### Signal wires on met1

Bar = 10 µm. Cells faint in the background.
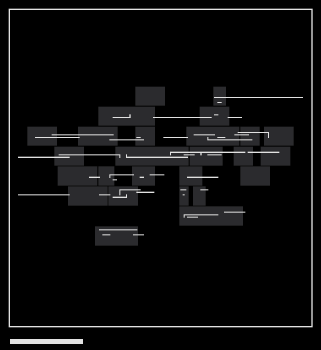
### Met2 routing

Cells faint in the background.
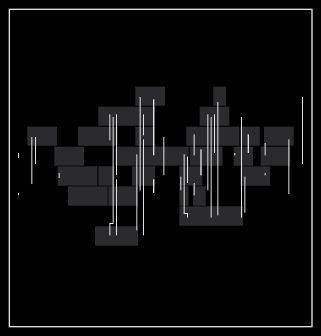
### M3 wires

Bar = 10 µm. Cells faint in the background.
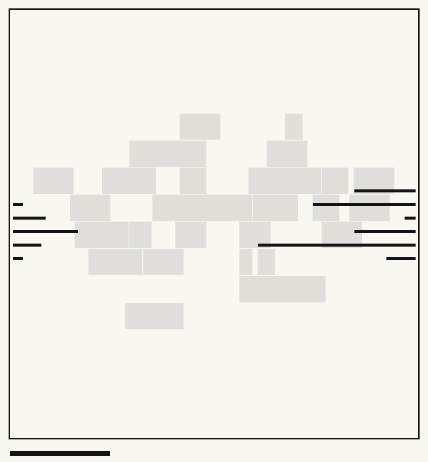
File: src/rtl/maxterm_sweep_checker_lowest_set_idx.sv
// Priority encoder: index of the lowest set bit of the mismatch vector, 0 when none.
module maxterm_sweep_checker_lowest_set_idx #(
   parameter int unsigned N_VARS = 3
) (
   input  logic [(1<<N_VARS)-1:0] vec,
   output logic [N_VARS-1:0]      idx_c
);

   // Scan from the top so the lowest set bit wins.
   always_comb begin
      idx_c = '0;
      for (int i = (1 << N_VARS) - 1; i >= 0; i--) begin
         if (vec[i]) idx_c = N_VARS'(i);
      end
   end

endmodule

File: config.mk
export PLATFORM = sky130hd
export DESIGN_NAME = maxterm_sweep_checker_lowest_set_idx
export DESIGN_NICKNAME = d
export VERILOG_FILES = /design/src/rtl/maxterm_sweep_checker_lowest_set_idx.sv
export SDC_FILE = /design/constraint.sdc
export NUM_CORES = 1
export LEC_CHECK = 0
export CORE_AREA = 2 2 39 41
export DETAILED_ROUTE_END_ITERATION = 8
export DIE_AREA = 0 0 41 43
export GPL_TIMING_DRIVEN = 0
export PLACE_DENSITY_LB_ADDON = 0.2
export SYNTH_ARGS = -nofsm -noshare
export SYNTH_HDL_FRONTEND = slang
export SYNTH_SLANG_ARGS = --single-unit
File: constraint.sdc
create_clock -name vclk -period 1.17
set_input_delay 0.234 -clock vclk [all_inputs]
set_output_delay 0.234 -clock vclk [all_outputs]
set_load 0.05 [all_outputs]
==> results.toml <==
# physical design summary
[floorplan]
rows = 14
io_pins = 11
die_h_um = 43
die-area_um2 = 1760
fp_util_pct = 6.06
die_w_um = 41
core_area_um2 = 1380

[logic_synthesis]
syn_nets = 20
ys_area_um2 = 83.8
synth_area_um2 = 83.8
postSynthAreaPerCell_um2 = 6.99
yosys_warnings = 0
ys_seq_share_pct = 0
ys_cells = 12
synth_cell_type_count = 10

[final_timing]
setup_viol = 0
timing.hold.ws_ns = 0.777
worst_pin_slew_ns = 0.275
timing.final.crit_share_pct = 99.8
fin_tns_setup_ns = 0
slew_violations = 0
clock.fmax_mhz = 856
slew_headroom_pct = 81.5

[flow_run]
maxCapViolations = 0
warnings = 36

[finish]
fillers = 152
nClkBuffers = 0
lay_top_count = "buf_6"
n_antenna_cell = 0
final_layout_size_suffix_gt1_share_pct = 96.2
postLayoutCellArea_um2 = 337
logic_area_um2 = 161
seq_area_um2 = 0
flop-count = 0

[setup_path]
crit_required_ns = 0.94
crit_fanout = 3
crit_type = "primary input to output pin"
setup.worst_path.end_class = "output pin"
critical_path_arrival_ns = 0.93
startpoint_type = "primary input"

[power_and_ir_drop]
power.density_cell_area_nw_per_um2 = 403
power_leakage_nw = 0.127
total_power_uw = 136
irDropWorstVdd_v = 0.000177

[global_routing]
grt_pass1_vias = 180
grt_use_total_pct = 5.59
antenna_found_initial = 0

[status]
status = "completed"

[detailed_routing]
remaining_drc_errors = 0
via_per_inst = 3.64
first_iter_violations = 0
post_drt_wl_per_cell_um = 9.76
ant_nets = 0

[placed_design]
port_buffers = 11
hpwlAfterDp_um = 330
About 'Signal wires on met1':
- longest straight run: 12.0 µm
- nets with wire on the layer: 24

About 'Met2 routing':
- longest straight run: 15.3 µm
- nets with wire on the layer: 31

About 'M3 wires':
- share of all routed wire: 13%
- longest straight run: 15.5 µm
- main direction: horizontal

## layout make-up
type                            count  share of cell area, %
Inverter                            2                   2.97
Tap cell                           16                   5.95
Multi-Input combinational cell     10                   48.0
Timing Repair Buffer               14                   43.1
## metal layers
metal | wire length [µm] | global-route usage [%] | vias to the layer above | part of all wire [%]
met3 | 53 | 0.524 | 0 | 13
met5 | 0 | 0 | - | 0
met4 | 0 | 0 | 0 | 0
met1 | 152 | 6.65 | 66 | 37
met2 | 204 | 10.6 | 11 | 50
li1 | - | - | 76 | -
## synthesized netlist by cell type, drive strengths merged
master / instances / area (µm²)
nor2: 2 / 10.0
inv: 2 / 7.51
nor4: 1 / 6.26
o21ai: 1 / 5.00
o41ai: 1 / 16.3
a211oi: 1 / 12.5
a21oi: 2 / 10.0
nor4b: 1 / 8.76
nor3b: 1 / 7.51
## kinds of logic (layout without fill, tap and decap cells)
family / Yosys count / after routing / synth area share [%]
buffers and inverters: 2 / 16 / 8.96
and+or+nand+nor: 5 / 5 / 38.8
AOI/OAI and AO/OA: 5 / 5 / 52.2
## path summary, 6_finish.rpt
kind	depth (start not counted)	slack (ns)	to	startpoint
max	4	0.002	idx_c[0]	vec[4]
min	3	0.78	idx_c[1]	vec[0]
## stage by stage
stage               std cells  setup slack (ns)
global placement           39             -1.15
global route               42           -0.0315
detailed placement         39             -1.17
finish                     42           0.00189
floorplan                  12           -0.0273
CTS                        41          -0.00181
## critical path, stage by stage
cell     delay (ns)
buf_8          0.10
buf_6          0.11
o41ai_4        0.29
buf_6          0.20
## repair_timing
item,CTS,global route
pin swaps,7,2
setup endpoints to repair,3,3
buffers inserted,2,1
gates resized,77,2
## report_power, final
group          internal, mW  switching (mW)  total (mW)
clock network             0               0           0
logic                0.0663          0.0692       0.136
registers                 0               0           0
total                0.0663          0.0692       0.136
